--- src/rtl/queue_pkg.sv ---
// queue_pkg: shared definitions for the Queue read-side drain engine.
//   qr_state_t   - FSM state encoding (IDLE / RUN / DRAIN)
//   QR_BUF_DEPTH - entries in the output skid buffer
//   qr_has_room  - pop-rule headroom test used by the reader
package queue_pkg;

    typedef enum logic [1:0] {
        QR_IDLE  = 2'd0,
        QR_RUN   = 2'd1,
        QR_DRAIN = 2'd2
    } qr_state_t;

    localparam int QR_BUF_DEPTH = 2;

    // True when one more read can be issued without overflowing the buffer:
    // words held + word in flight - word leaving this cycle < depth.
    function automatic logic qr_has_room(input logic [1:0] occ,
                                         input logic       pend,
                                         input logic       pop);
        logic [2:0] lvl;
        logic [2:0] lim;
        lvl = {1'b0, occ} + {2'b00, pend};
        lim = 3'(QR_BUF_DEPTH) + {2'b00, pop};
        return lvl < lim;
    endfunction

endpackage

--- src/rtl/qr_skid_buf.sv ---
// qr_skid_buf: 2-entry in-order output buffer for queue_reader.
// Ports:
//   CLK, RST     - clock, async active-low reset
//   push, din    - write din at the tail
//   pop          - drop the head entry
//   head         - current head word (reads 0 after reset)
//   occ          - number of valid entries, 0..2
// Caller guarantees no push when full and no pop when empty.
module qr_skid_buf
    import queue_pkg::*;
#(
    parameter int WL = 4
) (
    input  logic          CLK,
    input  logic          RST,
    input  logic          push,
    input  logic [WL-1:0] din,
    input  logic          pop,
    output logic [WL-1:0] head,
    output logic [1:0]    occ
);

    logic [WL-1:0] tail;

    always_ff @(posedge CLK or negedge RST) begin
        if (!RST) begin
            head <= '0;
            tail <= '0;
            occ  <= '0;
        end else begin
            case ({push, pop})
                2'b10: begin
                    if (occ == 2'd0) head <= din;
                    else             tail <= din;
                    occ <= occ + 2'd1;
                end
                2'b01: begin
                    // Keep head unchanged when emptying so m_data does not glitch.
                    if (occ == 2'(QR_BUF_DEPTH)) head <= tail;
                    occ <= occ - 2'd1;
                end
                2'b11: begin
                    // Occupancy unchanged; new word lands behind the survivor.
                    if (occ == 2'd1) begin
                        head <= din;
                    end else begin
                        head <= tail;
                        tail <= din;
                    end
                end
                default: ;
            endcase
        end
    end

endmodule

--- src/rtl/queue_reader.sv ---
// queue_reader: drains a Queue FIFO (registered dout, 1-cycle read latency)
// and re-presents the words as a valid/ready stream.
// Ports:
//   CLK, RST           - clock, async active-low reset
//   en                 - level: 1 = drain the FIFO, 0 = stop after in-flight data
//   rReq               - pop request to the FIFO (combinational)
//   q_dout             - FIFO read data, valid the cycle after rReq
//   q_EMPTY, q_ERROR   - FIFO status flags
//   m_valid/m_ready/m_data - output stream
//   busy               - state is not IDLE
//   count              - delivered words, wraps modulo 2^CW
//   err                - sticky read error
// Optional: define QUEUE_READER_ERRCHK_EN to discard words read while
// q_ERROR is high, set err, and stop the reader. Without it err is 0.
module queue_reader
    import queue_pkg::*;
#(
    parameter int WL = 4,
    parameter int CW = 8
) (
    input  logic          CLK,
    input  logic          RST,
    input  logic          en,
    output logic          rReq,
    input  logic [WL-1:0] q_dout,
    input  logic          q_EMPTY,
    input  logic          q_ERROR,
    output logic          m_valid,
    input  logic          m_ready,
    output logic [WL-1:0] m_data,
    output logic          busy,
    output logic [CW-1:0] count,
    output logic          err
);

    qr_state_t  state, state_nxt;
    logic       pend;
    logic       pop;
    logic       push;
    logic       cap_err;
    logic       drained;
    logic [1:0] occ;

    assign pop     = m_valid & m_ready;
    assign m_valid = (occ != 2'd0);
    assign busy    = (state != QR_IDLE);

`ifdef QUEUE_READER_ERRCHK_EN
    assign cap_err = pend & q_ERROR;

    always_ff @(posedge CLK or negedge RST) begin
        if (!RST)         err <= 1'b0;
        else if (cap_err) err <= 1'b1;
    end
`else
    logic unused_q_error;
    assign unused_q_error = q_ERROR;
    assign cap_err        = 1'b0;
    assign err            = 1'b0;
`endif

    assign push = pend & ~cap_err;

    // Buffer empties at this edge: nothing in flight and any last word leaving.
    assign drained = ~pend & ((occ == 2'd0) | ((occ == 2'd1) & pop));

    qr_skid_buf #(.WL(WL)) u_buf (
        .CLK  (CLK),
        .RST  (RST),
        .push (push),
        .din  (q_dout),
        .pop  (pop),
        .head (m_data),
        .occ  (occ)
    );

    // FSM: state register
    always_ff @(posedge CLK or negedge RST) begin
        if (!RST) state <= QR_IDLE;
        else      state <= state_nxt;
    end

    // FSM: next state. A sticky error keeps the reader from restarting.
    always_comb begin
        state_nxt = state;
        case (state)
            QR_IDLE:  if (en && !err) state_nxt = QR_RUN;
            QR_RUN:   if (cap_err || !en) state_nxt = QR_DRAIN;
            QR_DRAIN: begin
                if (en && !err && !cap_err) state_nxt = QR_RUN;
                else if (drained)           state_nxt = QR_IDLE;
            end
            default:  state_nxt = QR_IDLE;
        endcase
    end

    // FSM: outputs
    always_comb begin
        rReq = 1'b0;
        if (state == QR_RUN && !q_EMPTY)
            rReq = qr_has_room(occ, pend, pop);
    end

    always_ff @(posedge CLK or negedge RST) begin
        if (!RST) begin
            pend  <= 1'b0;
            count <= '0;
        end else begin
            pend <= rReq;
            if (pop) count <= count + CW'(1);
        end
    end

endmodule

--- config.mk ---
export PLATFORM = sky130hd
export DESIGN_NAME = queue_reader
export DESIGN_NICKNAME = d
export VERILOG_FILES = /design/src/rtl/queue_pkg.sv /design/src/rtl/qr_skid_buf.sv /design/src/rtl/queue_reader.sv
export SDC_FILE = /design/constraint.sdc
export NUM_CORES = 1
export LEC_CHECK = 0
export CAP_MARGIN = 20
export CORE_ASPECT_RATIO = 0.75
export CORE_MARGIN = 1
export CORE_UTILIZATION = 37
export DETAILED_ROUTE_END_ITERATION = 8
export DONT_BUFFER_PORTS = 1
export SLEW_MARGIN = 40
export SYNTH_ARGS = -nofsm -noshare
export SYNTH_HDL_FRONTEND = slang
export SYNTH_SLANG_ARGS = --single-unit
--- constraint.sdc ---
create_clock -name CLK -period 4 [get_ports CLK]
set_clock_uncertainty 0.15 [all_clocks]
set_input_delay 0.8 -clock CLK [delete_from_list [all_inputs] [get_ports CLK]]
set_output_delay 0.8 -clock CLK [all_outputs]
set_load 0.05 [all_outputs]
==> PnR_summary.wiki, run 1 <==
=== Physical design figures ===
{| class="wikitable"
! Metric !! Value
|-
| Status || finished clean
|-
| Antenna viol nets, final || 0
|-
| Max-slew headroom || 0.607
|-
| Arrival time reported for the critical path endpoint || 1800 ps
|-
| Buffer type at the clock tree root || sky130_fd_sc_hd__clkbuf_8
|-
| Detailed-placement wirelength estimate || 1.50 mm
|-
| Die Y-Extent || 50.1 um
|-
| Layout area overhead || 7.78%
|-
| Cells on worst reg2reg path || 8
|-
| Share of the synthesized area in the top cell type || 0.460
|-
| Registers, synthesis || 21
|-
| Post-CTS setup repair buffer count || 0
|-
| Die x size || 66.2 um
|-
| Crit path kind || reg -> out
|-
| Total CTS buffers || 3
|-
| Number of standard cells after synthesis || 102
|-
| Instance count after placement with tap cells included || 139
|-
| Most frequent standard cell in the layout excluding fill and tap cells || sky130_fd_sc_hd__dfrtp_1
|-
| Syn Std Cell Area || 0.00114 mm^2
|-
| Share of final-layout standard cells stronger than drive strength 1 || 0.152
|-
| Ratio of routed vias to standard cells || 5.03
|-
| XOR/XNOR Fraction of Synth Area || 0.0690
|-
| Clock slew at reported path FFs || 70 ps
|-
| Count of buffers from port buffering || 0
|-
| Hold_buf cts || 0
|-
| DR iter-0 viols || 37
|-
| Count of inserted antenna diode cells || 0
|-
| LEAKAGE || 0.000556 uW
|-
| Post-synth net total || 122
|-
| Yosys top cell by area || sky130_fd_sc_hd__dfrtp_1
|-
| Chip area estimate from yosys synthesis || 0.00114 mm^2
|-
| Maximum buffer depth of the clock tree || 2
|-
| Count of standard-cell rows || 17
|-
| First-pass iteration count of the detailed router || 4
|-
| Core utilization before placement || 0.389
|-
| Final net count || 126
|-
| Worst path slowest cell || sky130_fd_sc_hd__dfrtp_1
|-
| Seq/Total Area, Yosys || 0.460
|-
| And-or/or-and share of the synthesized area || 0.123
|-
| RR Endpoint || u_buf.tail[3]$_DFFE_PN0P_
|-
| Count of warnings emitted by yosys || 0
|-
| Register-to-register setup slack || 1580 ps
|-
| First-pass GRT wire length || 3.45 mm
|-
| Most used standard cell by instance count after synthesis || sky130_fd_sc_hd__dfrtp_1
|-
| Number of enable flip-flop cells || 0
|-
| Vias in the first global route || 706
|-
| Unique cell types || 30
|-
| Final hold violation count || 0
|-
| Startpoint of the worst register-to-register path || u_buf.occ[0]$_DFFE_PN0P_
|-
| Post-synthesis adder-cell area fraction || 0.110
|-
| Number of H-tree levels || 1
|-
| Number of cells in Yosys stat || 102
|-
| Number of ports placed on the die boundary || 26
|-
| Total global routing overflow || 0
|-
| Routability congestion estimate from global placement || 0.810
|-
| Final count of pins violating max slew || 0
|-
| Critical Path, Cell by Cell || inv_1 > ha_1 > nand2b_4 > o21ai_1 > nor4b_2 > buf_4
|-
| TritonCTS Sinks || 21
|-
| Maximum number of pins on one net before global-route repair || 22
|-
| Power per cell area || 870 mW/mm^2
|-
| Max stage delay on crit path || 410 ps
|-
| Main logic family after synthesis || simple AND/OR/NAND/NOR gates
|-
| Fmax achieved || 363 MHz
|-
| Setup_tns || 0 ps
|-
| VDD IR max || 0.262 mV
|-
| OpenROAD warning count || 32
|-
| Setup repair after global routing missed its margin || no
|-
| Max Cap Violations || 0
|-
| Remaining design rule violation count || 0
|-
| Hold Path Class || in -> async
|-
| Slew of the pin with the lowest slew margin || 590 ps
|-
| Top cells excl fill/tap || sky130_fd_sc_hd__dfrtp_1, sky130_fd_sc_hd__ha_1, sky130_fd_sc_hd__o21ai_0, sky130_fd_sc_hd__a31oi_1
|-
| Async SR Flop Fraction || 1.00
|-
| Maximum fanout count along the critical path || 8
|-
| Nature of the critical path endpoint || output pin
|-
| Critical path startpoint category || flip-flop
|-
| Most common library cells after synthesis || sky130_fd_sc_hd__dfrtp_1, sky130_fd_sc_hd__ha_1, sky130_fd_sc_hd__a31oi_1, sky130_fd_sc_hd__o21ai_0
|-
| Mean Syn Cell Area || 11.2 um^2
|-
| Number of standard cells in the layout, taps in and fillers out || 143
|-
| Fin crit share || 0.688
|-
| Dominant synthesized flop cell || sky130_fd_sc_hd__dfrtp_1
|-
| Chip footprint || 0.00332 mm^2
|-
| TritonCTS clock tree || done
|-
| Data required time of the critical path || 3050 ps
|-
| Number of instances resized during post-cts repair || 0
|-
| Setup Viol. Count Final || 0
|-
| Initial antenna violation count || 0
|-
| CP delay by family, top || simple AND/OR/NAND/NOR gates
|-
| Post-synthesis share of cell area spent on and, or, nand and nor gates || 0.147
|-
| Multiplexer area fraction after synthesis || 0.0526
|-
| Final worst path period need || 2750 ps
|-
| Main area contributors || sky130_fd_sc_hd__dfrtp_1, sky130_fd_sc_hd__ha_1, sky130_fd_sc_hd__mux2_4
|-
| Worst path buffer plus inverter count || 2
|}
[run 1: per-stage QoR]
step	area [um^2]	hold WS [ps]	total power (uW)	setup WS, ps
after floorplan	1140	301	870	307
after global placement	1180	322	929	1530
after detailed placement	1180	330	940	1530
after CTS	1230	65.6	1080	1220
after global routing	1230	56.5	1150	1090
final	1230	75.9	1070	1250
[run 1: layout make-up]
type,count,area (um^2)
Clock buffer,3,41.3
Timing Repair Buffer,1,7.51
Sequential cell,21,526
Tap cell,38,47.5
Multi-Input combinational cell,73,582
Inverter,6,22.5
Clock inverter,1,5.00
Fill cell,280,1700
[run 1: worst max-delay path by stage]
stage                     slack, ps                startpoint   end  cells past startpoint
after floorplan                 310                   m_ready  rReq                      4
after global placement         1530  u_buf.occ[0]$_DFFE_PN0P_  rReq                      6
after detailed placement       1530  u_buf.occ[0]$_DFFE_PN0P_  rReq                      6
after CTS                      1220  u_buf.occ[0]$_DFFE_PN0P_  rReq                      6
after global routing           1090  u_buf.occ[0]$_DFFE_PN0P_  rReq                      6
final                          1250  u_buf.occ[0]$_DFFE_PN0P_  rReq                      6
[run 1: registers in the layout, summed over array words and instances (netlist names)]
register / count
pend: 1
u_buf.head: 4
u_buf.tail: 4
state: 2
u_buf.occ: 2
count: 8
[run 1: metal layers]
| metal | vias up | wire length, um | track usage |
|---|---|---|---|
| met3 | 5 | 119 | 0.0556 |
| li1 | 363 | - | - |
| met1 | 334 | 988 | 0.212 |
| met4 | 0 | 42 | 0.0638 |
| met2 | 17 | 781 | 0.185 |
| met5 | - | 0 | 0 |
[run 1: power by group]
group          total [uW]  leakage (uW)  switching (uW)  internal [uW]
Combinational         340      0.000278             179            161
Clock                 138     0.0000255            68.5           69.4
Sequential            593      0.000252             292            300
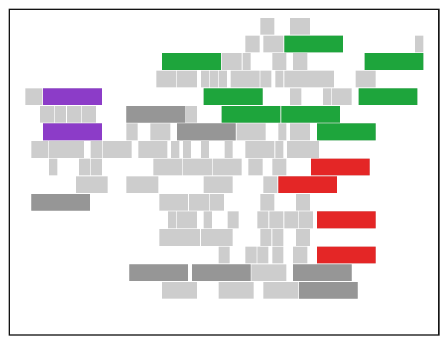
(run_1/flops_by_reg.png)
Other sequential cells in the stronger gray, the rest of the logic in the fainter gray.
- green: `count` (flops 8)
- red: `u_buf.head` (flops 4; where middle right)
- purple: `state` (flops 2)
flip-flop and latch share of the layout cell area: 0.427
share of the core filled with cells in the final layout: 0.419
flip-flop and latch area: 526 um^2
power in sequential cells: 593 uW

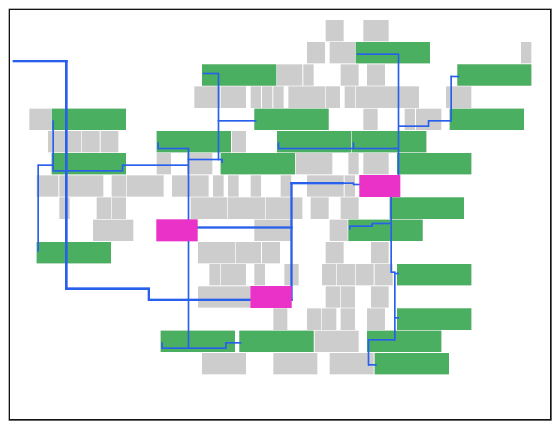
(run_1/clk_routes.png)
- blue: clock wires (length 281 um)
- magenta: clock drivers (count 3)
- green: flip-flops (count 21)
- flops lie: widely spread
share of power burned in the clock network: 0.129
clk_lat worst skew: 260 ps

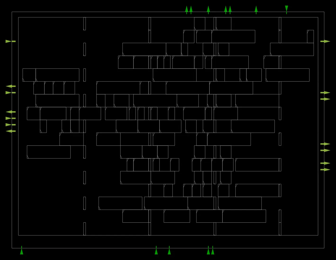
(run_1/placement.png)
num tapcells: 38
core region area: 0.00294 mm^2

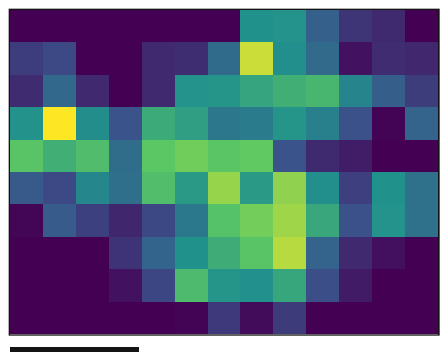
(run_1/metal_density.png)
The bar under the picture is 20 um long. 13 x 10 tiles, from dark purple (low) to yellow (high), scaled to the fullest tile. Values are wire area over tile area, all layers added.
- emptiest ninth of the die: lower left
- nearly empty tiles: 26%
- tiles over half the peak: 28%
- fullest tile: 0.31
- mean over tiles: 0.094
Tot GR Track Use: 0.145
total routed wirelength: 1.93 mm
via count: 719
drt wl/cell: 13.5 um

==> run 1 -> run 2 <==
==> constraint.sdc (replaced) <==
create_clock -name CLK -period 2.4 [get_ports CLK]
set_clock_uncertainty 0.15 [all_clocks]
set_input_delay 0.48 -clock CLK [delete_from_list [all_inputs] [get_ports CLK]]
set_output_delay 0.48 -clock CLK [all_outputs]
set_load 0.05 [all_outputs]
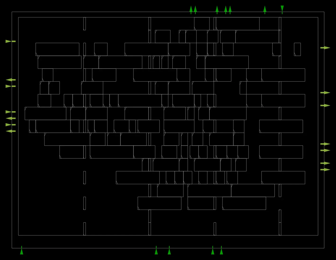
(run_2/placement.png)
share of the core filled with cells in the final layout: 0.448
count of filler cells inserted in the layout: 288

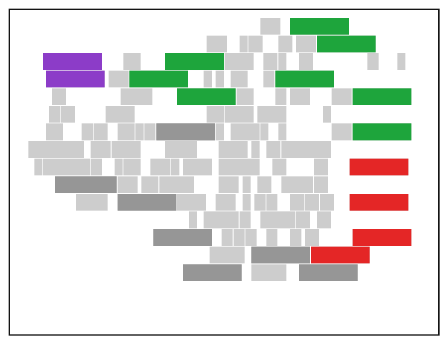
(run_2/flops_by_reg.png)
Other sequential cells in the stronger gray, the rest of the logic in the fainter gray.
- green: `count` (flops 8)
- red: `u_buf.head` (flops 4)
- purple: `state` (flops 2)
- not colored: 7
power in sequential cells: 904 uW
flip-flop and latch share of the layout cell area: 0.400

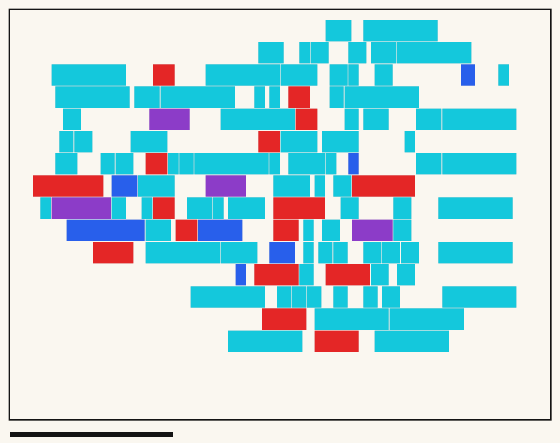
(run_2/sizes.png)
The bar under the picture is 20 um long.
- purple: _6 and larger (cells 4)
- cyan: _0 and _1 cells (cells 86)
- blue: _2 cells (cells 7)
- red: _3 and _4 cells (cells 16)
Layout area overhead: 15.2%
Repair and plain buffers: 9
post-route standard cell area excluding fillers: 0.00132 mm^2
worst-case setup margin in the final layout: 121 ps

==> run 2 against run 1 <==
Utilization grew 2.9 points. Combinational power grew 130%. Worst setup slack lost 1100 ps. Routed wire length grew 7.8%. Highest routed layer unchanged. First-iteration DRC count grew 8.1%. Sequential power grew 52%. Largest cell class unchanged. Clock power grew 64%. Non-clock buffer count grew 8. Global-route usage shrank 1.0 points. Sequential share of layout area shrank 2.7 points.
==> PnR_summary.wiki, run 2 <==
=== Physical design figures ===
{| class="wikitable"
! Metric !! Value
|-
| Status || finished clean
|-
| Async SR Flop Fraction || 1.00
|-
| Number of standard cells after synthesis || 102
|-
| Met2 usage || 0.168
|-
| Uppermost routed layer || met4
|-
| Post-synthesis share of cell area spent on and, or, nand and nor gates || 0.147
|-
| Maximum fanout count along the critical path || 4
|-
| Worst path slowest cell || sky130_fd_sc_hd__dfrtp_1
|-
| Instance count after placement with tap cells included || 142
|-
| DR iter-0 viols || 40
|-
| Fin crit share || 0.950
|-
| Seq/Total Area, Yosys || 0.460
|-
| Total CTS buffers || 3
|-
| Setup_tns || 0 ps
|-
| Count of standard-cell rows || 17
|-
| Most frequent standard cell in the layout excluding fill and tap cells || sky130_fd_sc_hd__dfrtp_1
|-
| Met3 track demand over resource || 0.0579
|-
| Drt wl/cell || 13.8 um
|-
| Power per cell area || 1440 mW/mm^2
|-
| Main area contributors || sky130_fd_sc_hd__dfrtp_1, sky130_fd_sc_hd__ha_1, sky130_fd_sc_hd__mux2_4
|-
| Cells on worst reg2reg path || 8
|-
| Startpoint of the worst register-to-register path || u_buf.occ[0]$_DFFE_PN0P_
|-
| Share of final-layout standard cells stronger than drive strength 1 || 0.239
|-
| Routability congestion estimate from global placement || 0.797
|-
| Post-synth net total || 122
|-
| Grt met1 use || 0.203
|-
| CP delay by family, top || adder cells
|-
| Number of cells in Yosys stat || 102
|-
| PnR Total Power || 1900 uW
|-
| Largest register FFs || 8
|-
| Tot GR Track Use || 0.135
|-
| XOR/XNOR Fraction of Synth Area || 0.0690
|-
| Die x size || 66.2 um
|-
| Post-synthesis adder-cell area fraction || 0.110
|-
| Register-to-register setup slack || 190 ps
|-
| Count of inserted antenna diode cells || 0
|-
| Total routed wirelength || 2.08 mm
|-
| Final net count || 134
|-
| Core region area || 0.00294 mm^2
|-
| Hold Path Class || in -> async
|-
| Share of the synthesized area in the top cell type || 0.460
|-
| Chip area estimate from yosys synthesis || 0.00114 mm^2
|-
| And-or/or-and share of the synthesized area || 0.123
|-
| Final hold violation count || 0
|-
| Slew of the pin with the lowest slew margin || 583 ps
|-
| Vias in the first global route || 682
|-
| TritonCTS clock tree || done
|-
| Ratio of routed vias to standard cells || 5.11
|-
| Initial antenna violation count || 0
|-
| Registers, synthesis || 21
|-
| Data required time of the critical path || 1770 ps
|-
| Clock slew at reported path FFs || 70 ps
|-
| Core utilization before placement || 0.389
|-
| Detailed-placement wirelength estimate || 1.57 mm
|-
| Most used standard cell by instance count after synthesis || sky130_fd_sc_hd__dfrtp_1
|-
| First-pass GRT wire length || 3.26 mm
|-
| Setup Viol. Count Final || 0
|-
| Chip footprint || 0.00332 mm^2
|-
| Die Y-Extent || 50.1 um
|-
| Fmax achieved || 439 MHz
|-
| Most common library cells after synthesis || sky130_fd_sc_hd__dfrtp_1, sky130_fd_sc_hd__ha_1, sky130_fd_sc_hd__a31oi_1, sky130_fd_sc_hd__o21ai_0
|-
| Nature of the critical path endpoint || output pin
|-
| Max Cap Violations || 0
|-
| Buffer type at the clock tree root || sky130_fd_sc_hd__clkbuf_8
|-
| First-pass iteration count of the detailed router || 4
|-
| RR Endpoint || u_buf.tail[2]$_DFFE_PN0P_
|-
| Maximum buffer depth of the clock tree || 2
|-
| Critical Path, Cell by Cell || ha_1 > ha_1 > o21ai_2 > nor4b_4 > buf_12
|-
| Most crowded layer after global routing || met1
|-
| Unique cell types || 30
|-
| Metal1 wirelength || 1.04 mm
|-
| Worst path buffer plus inverter count || 1
|-
| OpenROAD warning count || 32
|-
| Setup repair after global routing missed its margin || no
|-
| Max stage delay on crit path || 430 ps
|-
| TritonCTS Sinks || 21
|-
| Clk_lat worst skew || 260 ps
|-
| Register ranked first by flip-flop count || count
|-
| Met3 wirelength from detailed routing || 138 um
|-
| Final worst path period need || 2280 ps
|-
| Met2 wire len || 883 um
|-
| Cell with the most instances on the worst path || sky130_fd_sc_hd__ha_1
|-
| Main logic family after synthesis || simple AND/OR/NAND/NOR gates
|-
| Mean Syn Cell Area || 11.2 um^2
|-
| Yosys top cell by area || sky130_fd_sc_hd__dfrtp_1
|-
| Antenna viol nets, final || 0
|-
| Total global routing overflow || 0
|-
| Largest registers ranked by flip-flop count || count: 8 flops, u_buf.head: 4 flops, u_buf.tail: 4 flops
|-
| Maximum number of pins on one net before global-route repair || 22
|-
| Multiplexer area fraction after synthesis || 0.0526
|-
| Worst hold margin || 10.6 ps
|-
| Dominant synthesized flop cell || sky130_fd_sc_hd__dfrtp_1
|-
| LEAKAGE || 0.000596 uW
|-
| Count of buffers from port buffering || 0
|-
| Remaining design rule violation count || 0
|-
| Top cells excl fill/tap || sky130_fd_sc_hd__dfrtp_1, sky130_fd_sc_hd__ha_1, sky130_fd_sc_hd__o21ai_0, sky130_fd_sc_hd__a31oi_1, sky130_fd_sc_hd__buf_4
|-
| Crit path kind || reg -> out
|-
| Syn Std Cell Area || 0.00114 mm^2
|-
| VDD IR max || 0.577 mV
|-
| Count of warnings emitted by yosys || 0
|-
| Number of ports placed on the die boundary || 26
|-
| Critical path startpoint category || flip-flop
|-
| Number of enable flip-flop cells || 0
|-
| Via count || 771
|-
| Number of standard cells in the layout, taps in and fillers out || 151
|-
| Max-slew headroom || 0.611
|-
| Final count of pins violating max slew || 0
|-
| Number of H-tree levels || 1
|-
| Arrival time reported for the critical path endpoint || 1650 ps
|}
[run 2: cell counts after synthesis]
No cell type changed its count.
[run 2: layout make-up]
class / count / area (um^2)
Clock buffer: 4 / 45.0
Timing Repair Buffer: 9 / 77.6
Sequential cell: 21 / 527
Inverter: 6 / 22.5
Fill cell: 288 / 1620
Tap cell: 38 / 47.5
Multi-Input combinational cell: 73 / 597
[run 2: metrics by stage]
step	instance area, um^2	setup WS, ps
2_1_floorplan	1160	84.5
3_3_place_gp	1230	125
3_5_place_dp	1230	99.6
4_1_cts	1290	56.5
5_1_grt	1320	29.1
6_report	1320	121
[run 2: what timing repair did]
action,in CTS,in global routing
endpoints found under the hold margin,21,0
setup buffers,1,3
endpoints found under the setup margin,1,1
hold buffers,1,0
gates resized,0,4
pin swaps,0,0
[run 2: worst max-delay path by stage]
stage / start / endpoint / slack, ps / cells past startpoint
2_1_floorplan: u_buf.occ[0]$_DFFE_PN0P_ / rReq / 80 / 6
3_3_place_gp: u_buf.occ[0]$_DFFE_PN0P_ / u_buf.tail[3]$_DFFE_PN0P_ / 130 / 8
3_5_place_dp: u_buf.occ[0]$_DFFE_PN0P_ / u_buf.tail[2]$_DFFE_PN0P_ / 100 / 8
4_1_cts: u_buf.occ[0]$_DFFE_PN0P_ / rReq / 60 / 6
5_1_grt: u_buf.occ[0]$_DFFE_PN0P_ / rReq / 30 / 5
6_report: u_buf.occ[0]$_DFFE_PN0P_ / rReq / 120 / 5
[run 2: power breakdown]
part / leakage [uW] / switching (uW) / internal, uW / total, uW
Clock: 0.0000228 / 109 / 118 / 227
Combinational: 0.000323 / 420 / 350 / 770
Sequential: 0.000250 / 401 / 502 / 904
Total: 0.000596 / 930 / 971 / 1900
Power is estimated from default activity; no workload was simulated.
